`src/rtl/store_tank_pkg.sv`:
```
`default_nettype none
// ============================================================================
// Module      : store_tank_pkg
// Description : Shared constants, FSM/op encodings and the window-decode
//               helper for the mercury store tank. The p.i. constants are the
//               same ones the digit pulse generator uses.
// Revision    : 1.0  initial release
// ============================================================================
package store_tank_pkg;

    localparam int ST_WORDS   = 16;             // long-word slots per tank
    localparam int ST_WORD_PI = 36;             // p.i. per long word / minor cycle
    localparam int ST_AW      = 4;              // log2(ST_WORDS)
    localparam int ST_HALF_PI = ST_WORD_PI / 2; // p.i. per short word

    typedef enum logic [1:0] {
        S_IDLE = 2'd0,
        S_WAIT = 2'd1,
        S_XFER = 2'd2,
        S_DONE = 2'd3
    } state_t;

    typedef enum logic {
        OP_READ  = 1'b0,
        OP_WRITE = 1'b1
    } op_t;

    // True when p.i. 'pi' belongs to the part of the word being transferred:
    // the whole word for a long transfer, otherwise the addressed half.
    function automatic logic pi_in_window(input logic is_short,
                                          input logic half,
                                          input int   pi,
                                          input int   half_pi);
        if (!is_short)
            return 1'b1;
        else if (half)
            return (pi >= half_pi);
        else
            return (pi < half_pi);
    endfunction

endpackage
`default_nettype wire

```
`src/rtl/store_tank_if.sv`:
```
`default_nettype none
// ============================================================================
// Module      : store_tank_if
// Description : Main bus pair between the Computer and one store tank.
//   addr    [AW:1] slot, [0] half      f1_neg  1 = short (half word) transfer
//   rd_req  fetch request              wr_req  store request
//   mob     serial data to the tank    mib     serial data to the Computer
//   busy    request in progress        done    one-cycle completion pulse
//   master  = Computer side, slave = store tank side
// Revision    : 1.0  initial release
// ============================================================================
interface store_tank_if
    import store_tank_pkg::*;
#(
    parameter int AW = ST_AW
) ();

    logic [AW:0] addr;
    logic        f1_neg;
    logic        rd_req;
    logic        wr_req;
    logic        mob;
    logic        mib;
    logic        busy;
    logic        done;

    modport master (
        output addr, f1_neg, rd_req, wr_req, mob,
        input  mib, busy, done
    );

    modport slave (
        input  addr, f1_neg, rd_req, wr_req, mob,
        output mib, busy, done
    );

endinterface
`default_nettype wire

```
`src/rtl/store_tank_delay_line.sv`:
```
`default_nettype none
// ============================================================================
// Module      : delay_line
// Description : LEN-bit recirculating serial delay line (the mercury column).
//   clk     system clock, one p.i. per cycle
//   rst_n   asynchronous active-low clear of the whole line
//   en_i    shift enable (held low until the tank is synchronised)
//   head_i  bit entering the line
//   tail_o  bit leaving the line, exactly LEN enabled cycles after entry
// Revision    : 1.0  initial release
// ============================================================================
module delay_line
    import store_tank_pkg::*;
#(
    parameter int LEN = ST_WORDS * ST_WORD_PI
) (
    input  wire logic clk,
    input  wire logic rst_n,
    input  wire logic en_i,
    input  wire logic head_i,
    output logic      tail_o
);

    logic [LEN-1:0] line_q;

    always_ff @(posedge clk or negedge rst_n) begin
        if (!rst_n)
            line_q <= '0;
        else if (en_i)
            line_q <= {line_q[LEN-2:0], head_i};
    end

    assign tail_o = line_q[LEN-1];

endmodule
`default_nettype wire

```
`src/rtl/store_tank.sv`:
```
`default_nettype none
// ============================================================================
// Module      : store_tank
// Description : One mercury store tank of WORDS long words on a recirculating
//               delay line. Serves one fetch or store at a time over the main
//               bus pair, with slot timing locked to the digit pulse d0.
//   clk     system clock, one p.i. per cycle
//   rst_n   asynchronous active-low reset (also clears the line)
//   d0      digit pulse, high in the last p.i. before p.i. 0
//   bus     store_tank_if.slave: addr/f1_neg/rd_req/wr_req/mob in,
//           mib/busy/done out
//   d0_err  sticky flag: d0 arrived when pi_cnt was not WORD_PI-1
// Revision    : 1.0  initial release
// ============================================================================
module store_tank
    import store_tank_pkg::*;
#(
    parameter int WORDS   = ST_WORDS,
    parameter int WORD_PI = ST_WORD_PI,
    parameter int AW      = ST_AW
) (
    input  wire logic   clk,
    input  wire logic   rst_n,
    input  wire logic   d0,
    store_tank_if.slave bus,
    output logic        d0_err
);

    localparam int            PW        = (WORD_PI > 1) ? $clog2(WORD_PI) : 1;
    localparam int            LEN       = WORDS * WORD_PI;
    localparam logic [PW-1:0] PI_LAST   = PW'(WORD_PI - 1);
    localparam logic [AW-1:0] SLOT_LAST = AW'(WORDS - 1);

    // Timing
    logic [PW-1:0] pi_q,   pi_d;
    logic [AW-1:0] slot_q, slot_d;
    logic          d0_err_q, d0_err_d;
    logic          synced_q;

    // Request / FSM
    state_t        state_q;
    op_t           op_q;
    logic [AW:0]   addr_q;
    logic          short_q;
    logic          busy_q;
    logic          done_q;

    // Datapath
    logic          w_window;
    logic          w_head;
    logic          w_tail;

    // ------------------------------------------------------------------
    // Counter next-state. An aligned d0 coincides with the natural wrap,
    // so it advances the slot; a misaligned d0 only realigns the p.i.
    // count and flags the error. The first d0 just starts the counters.
    // ------------------------------------------------------------------
    always_comb begin
        pi_d     = pi_q;
        slot_d   = slot_q;
        d0_err_d = d0_err_q;
        if (d0) begin
            pi_d = '0;
            if (synced_q) begin
                if (pi_q == PI_LAST)
                    slot_d = (slot_q == SLOT_LAST) ? '0 : slot_q + 1'b1;
                else
                    d0_err_d = 1'b1;
            end
        end else if (synced_q) begin
            if (pi_q == PI_LAST) begin
                pi_d   = '0;
                slot_d = (slot_q == SLOT_LAST) ? '0 : slot_q + 1'b1;
            end else begin
                pi_d = pi_q + 1'b1;
            end
        end
    end

    always_ff @(posedge clk or negedge rst_n) begin
        if (!rst_n) begin
            pi_q     <= '0;
            slot_q   <= '0;
            d0_err_q <= 1'b0;
            synced_q <= 1'b0;
        end else begin
            pi_q     <= pi_d;
            slot_q   <= slot_d;
            d0_err_q <= d0_err_d;
            if (d0)
                synced_q <= 1'b1;
        end
    end

    // ------------------------------------------------------------------
    // Request FSM. WAIT looks at the counters' next values so that XFER
    // is entered exactly on p.i. 0 of the addressed slot.
    // ------------------------------------------------------------------
    always_ff @(posedge clk or negedge rst_n) begin
        if (!rst_n) begin
            state_q <= S_IDLE;
            op_q    <= OP_READ;
            addr_q  <= '0;
            short_q <= 1'b0;
            busy_q  <= 1'b0;
            done_q  <= 1'b0;
        end else begin
            done_q <= 1'b0;
            case (state_q)
                S_IDLE: begin
                    if (synced_q && (bus.wr_req || bus.rd_req)) begin
                        addr_q  <= bus.addr;
                        short_q <= bus.f1_neg;
                        op_q    <= bus.wr_req ? OP_WRITE : OP_READ;
                        busy_q  <= 1'b1;
                        state_q <= S_WAIT;
                    end
                end
                S_WAIT: begin
                    if ((pi_d == '0) && (slot_d == addr_q[AW:1]))
                        state_q <= S_XFER;
                end
                S_XFER: begin
                    if (pi_q == PI_LAST) begin
                        busy_q  <= 1'b0;
                        done_q  <= 1'b1;
                        state_q <= S_DONE;
                    end
                end
                S_DONE: begin
                    state_q <= S_IDLE;
                end
                default: begin
                    state_q <= S_IDLE;
                end
            endcase
        end
    end

    // ------------------------------------------------------------------
    // Window decode and write/recirculate mux
    // ------------------------------------------------------------------
    assign w_window = (state_q == S_XFER)
                   && (slot_q == addr_q[AW:1])
                   && pi_in_window(short_q, addr_q[0], int'(pi_q), WORD_PI / 2);

    assign w_head = (w_window && (op_q == OP_WRITE)) ? bus.mob : w_tail;

    delay_line #(
        .LEN (LEN)
    ) u_line (
        .clk    (clk),
        .rst_n  (rst_n),
        .en_i   (synced_q),
        .head_i (w_head),
        .tail_o (w_tail)
    );

    // Fetch data leaves the tail combinationally, in the same p.i.
    assign bus.mib  = w_window && (op_q == OP_READ) && w_tail;
    assign bus.busy = busy_q;
    assign bus.done = done_q;
    assign d0_err   = d0_err_q;

endmodule
`default_nettype wire

```
`src/flat_wrapper.sv`:
```
// flat-port wrapper written by rule: the top's interface ports become plain ports
module store_tank_flat import store_tank_pkg::*;
#(
    parameter int WORDS   = ST_WORDS,
    parameter int WORD_PI = ST_WORD_PI,
    parameter int AW      = ST_AW
)
  (clk, rst_n, d0, d0_err, bus_addr, bus_f1_neg, bus_rd_req, bus_wr_req, bus_mob, bus_mib, bus_busy, bus_done);
  store_tank_if #(.AW(AW)) bus_i ();
  input  wire logic clk;
  input  wire logic rst_n;
  input  wire logic d0;
  output logic d0_err;
  input wire logic [$bits(bus_i.addr)-1:0] bus_addr;
  input wire logic [$bits(bus_i.f1_neg)-1:0] bus_f1_neg;
  input wire logic [$bits(bus_i.rd_req)-1:0] bus_rd_req;
  input wire logic [$bits(bus_i.wr_req)-1:0] bus_wr_req;
  input wire logic [$bits(bus_i.mob)-1:0] bus_mob;
  output wire logic [$bits(bus_i.mib)-1:0] bus_mib;
  output wire logic [$bits(bus_i.busy)-1:0] bus_busy;
  output wire logic [$bits(bus_i.done)-1:0] bus_done;
  assign bus_i.addr = bus_addr;
  assign bus_i.f1_neg = bus_f1_neg;
  assign bus_i.rd_req = bus_rd_req;
  assign bus_i.wr_req = bus_wr_req;
  assign bus_i.mob = bus_mob;
  assign bus_mib = bus_i.mib;
  assign bus_busy = bus_i.busy;
  assign bus_done = bus_i.done;
  store_tank #(.WORDS(WORDS), .WORD_PI(WORD_PI), .AW(AW)) u_core (.clk(clk), .rst_n(rst_n), .d0(d0), .bus(bus_i), .d0_err(d0_err));
endmodule
```
`config.mk`:
```
export PLATFORM = sky130hd
export DESIGN_NAME = store_tank_flat
export DESIGN_NICKNAME = d
export VERILOG_FILES = /design/src/rtl/store_tank_pkg.sv /design/src/rtl/store_tank_if.sv /design/src/rtl/store_tank_delay_line.sv /design/src/rtl/store_tank.sv /design/src/flat_wrapper.sv
export SDC_FILE = /design/constraint.sdc
export NUM_CORES = 1
export LEC_CHECK = 0
export CORE_ASPECT_RATIO = 2
export CORE_UTILIZATION = 30
export CTS_BUF_LIST = sky130_fd_sc_hd__clkbuf_4
export CTS_CLUSTER_DIAMETER = 150
export CTS_CLUSTER_SIZE = 20
export DETAILED_ROUTE_END_ITERATION = 7
export GPL_ROUTABILITY_DRIVEN = 0
export PLACE_DENSITY = 0.47
export SKIP_LAST_GASP = 1
export SLEW_MARGIN = 10
export SYNTH_ARGS = -nofsm -noshare
export SYNTH_HDL_FRONTEND = slang
export SYNTH_SLANG_ARGS = --single-unit
```
`constraint.sdc`:
```
create_clock -name clk -period 5.82 [get_ports clk]
set_input_delay 1.164 -clock clk [delete_from_list [all_inputs] [get_ports clk]]
set_output_delay 1.164 -clock clk [all_outputs]
set_load 0.01 [all_outputs]
```
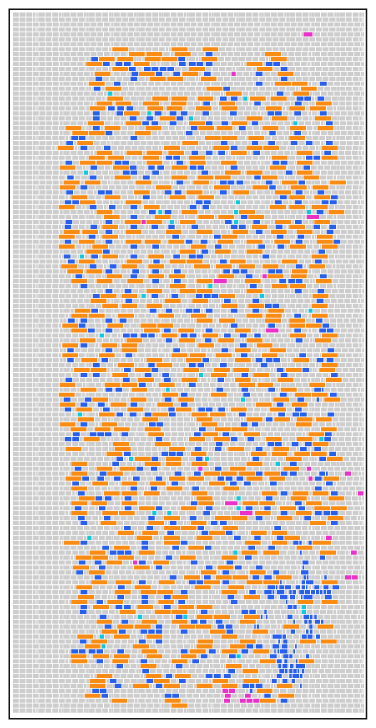
Fig. 1. Cells colored by class.
Fill, decap, tap and diode cells in gray.
[orange] flops | cells: 599
[blue] all other logic | cells: 690
[magenta] other buffers and delay cells | cells: 27
[cyan] clock drivers and dummy loads | cells: 39
Core Area: 74,800 sq um
final instance area: 24,200 sq um

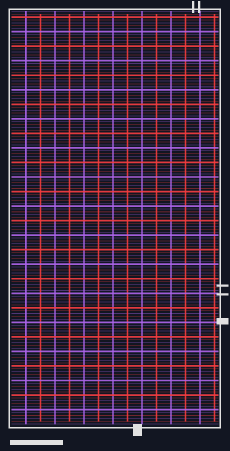
Fig. 2. Power grid.
The bar under the picture is 50 um long. Pins as bars on the die edge.
[purple] VSS
[red] VDD
met5 straps: 28
rows: 142
met1 rails: 143
die width: 196 um
worst vdd ir: 91.5 uV
die height: 390 um

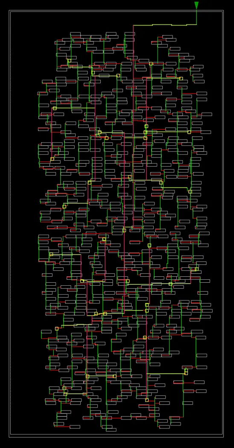
Fig. 3. Clock routing.
clk sinks: 599
Seq cells: 599

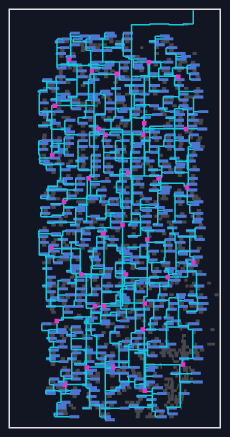
Fig. 4. Clock distribution.
[cyan] clock wires | length: 7,150 um
[blue] flip-flops | count: 599
[magenta] cells driving clock nets | count: 35
routed clock nets: 36
Clock Power Share: 24.4%
Worst Clk Skew: 49.7 ps
worst skew pair latency: 770 ps
Clk power: 1470 uW

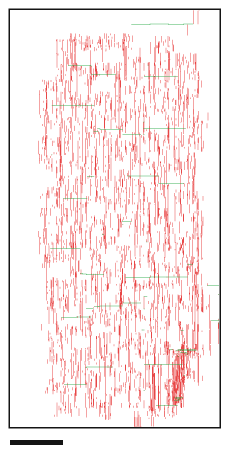
Fig. 5. Routed metal, one color a layer.
The bar under the picture is 50 um long. Two of the layers only.
[green] met3 | wire length: 749 um
[red] met2 | wire length: 16,800 um
Total Wirelength: 31,300 um
via count: 10,600

## routing by layer
layer  part of all wire, %  wire (um)  track usage (%)
met5                     0          0                0
met4                   3.2        996             3.78
met3                   2.4        749             1.19
met2                    54      16800             16.4
met1                    41      12700             9.55
## how the worst max path moves through the flow
stage | endpoint | slack [ps] | start | cells after the start
floorplan | bus_mib | 2890 | u_core.pi_q[3] | 5
global placement | bus_mib | 2230 | u_core.slot_q[0] | 5
detailed placement | bus_mib | 2170 | u_core.slot_q[0] | 5
CTS | bus_mib | 1160 | u_core.slot_q[0] | 5
global route | bus_mib | 1080 | u_core.slot_q[0] | 5
finish | bus_mib | 1360 | u_core.slot_q[0] | 5
## per-stage QoR
stage,setup WS [ps],hold WS [ps]
floorplan,2890,475
global placement,2230,483
detailed placement,2170,487
CTS,1160,268
global route,1080,289
finish,1360,321
## area by class of cell
| class | instances | area (sq um) | area share [%] |
|---|---|---|---|
| inverters | 8 | 30.0 | 0.124 |
| well taps | 1008 | 1260 | 5.22 |
| repair buffers | 27 | 308 | 1.27 |
| diodes | 1 | 2.50 | 0.0103 |
| flip-flops and latches | 599 | 15000 | 62.0 |
| multi-input cells | 682 | 7290 | 30.2 |
| clock buffers | 39 | 293 | 1.21 |
## kinds of logic after synthesis
group           count (synthesis)  share of synthesized area [%]
compound gates                 33                           1.12
xor+xnor                       11                          0.426
fa+ha+maj                       7                          0.387
buf+inv                        81                           1.41
flops                         599                           66.3
mux                           587                           29.2
simple gates                   44                           1.11
## synthesized netlist by cell type, types with 2 or more instances
cell type / count / share of area [%]
nand4b_1: 2 / 0.078
o211ai_1: 2 / 0.066
nor4_1: 2 / 0.055
inv_1: 8 / 0.13
or3_1: 2 / 0.055
nor2_1: 6 / 0.10
ha_1: 7 / 0.39
buf_2: 2 / 0.044
nand3_1: 4 / 0.089
nand2_1: 9 / 0.15
nand2b_1: 2 / 0.055
a221oi_1: 2 / 0.078
a2111oi_0: 2 / 0.078
clkbuf_1: 69 / 1.1
and3_1: 4 / 0.11
xnor2_1: 3 / 0.12
mux2_2: 583 / 29
a211oi_1: 2 / 0.066
dfrtp_1: 599 / 66
o21ai_0: 6 / 0.13
xor2_1: 8 / 0.31
nand4_1: 2 / 0.055
nor3_1: 4 / 0.089
a21oi_1: 6 / 0.13
mux2i_1: 3 / 0.13
## registers in the layout (all words and copies together) (netlist names)
name / count
u_core.d0_err: 1
u_core.state_q: 2
u_core.pi_q: 6
u_core.slot_q: 4
u_core.bus.done: 1
u_core.bus.busy: 1
u_core.u_line.line_q: 576
u_core.short_q: 1
u_core.addr_q: 5
u_core.op_q: 1
u_core.synced_q: 1
## power groups by stage
stage	Combinational, uW	Clock [uW]	Sequential, uW
floorplan	174	0	4320
global placement	309	0	4330
detailed placement	314	0	4340
CTS	316	1650	4260
global route	344	1770	4270
finish	303	1470	4260
## worst max-delay path: cells and delay by family (launching register included)
family,cells,cell delay (ps)
xor+xnor,1,210
simple gates,2,590
compound gates,1,540
flops,1,550
buf+inv,1,640
==> run summary <==
largest net degree at the start of global routing: 186
fp_density: 30.2%
switching power: 1390 uW
final std cells w/o fill: 2,364
CP Max Fanout: 11
DRC Markers: 0
number of CTS-inserted buffers: 35
max-slew violations: 0
outcome: finished clean
Startpoint Class: register
Tot Pwr: 6030 uW
layout cell share with drive strength beyond 1: 47.5%
max-cap viol count: 0
P&R area growth vs syn: 6.99%
Setup Fix Bufs, Post-CTS: 0
most instantiated logic cells after routing: dfrtp_1 (598), mux2_2 (583), clkbuf_4 (39)
post-synth net total: 1,381
Reg2Reg Capture Point: u_core.u_line.line_q[428]
LEAKAGE: 0.0124 uW
Mean Syn Cell Area: 16.6 sq um
Setup violations, final: 0
vias in the first global route: 11,800
logic gate share of total power: 5.0%
I/O Pins: 16
Power figures rest on the tool's default switching activity, not on a simulated workload.
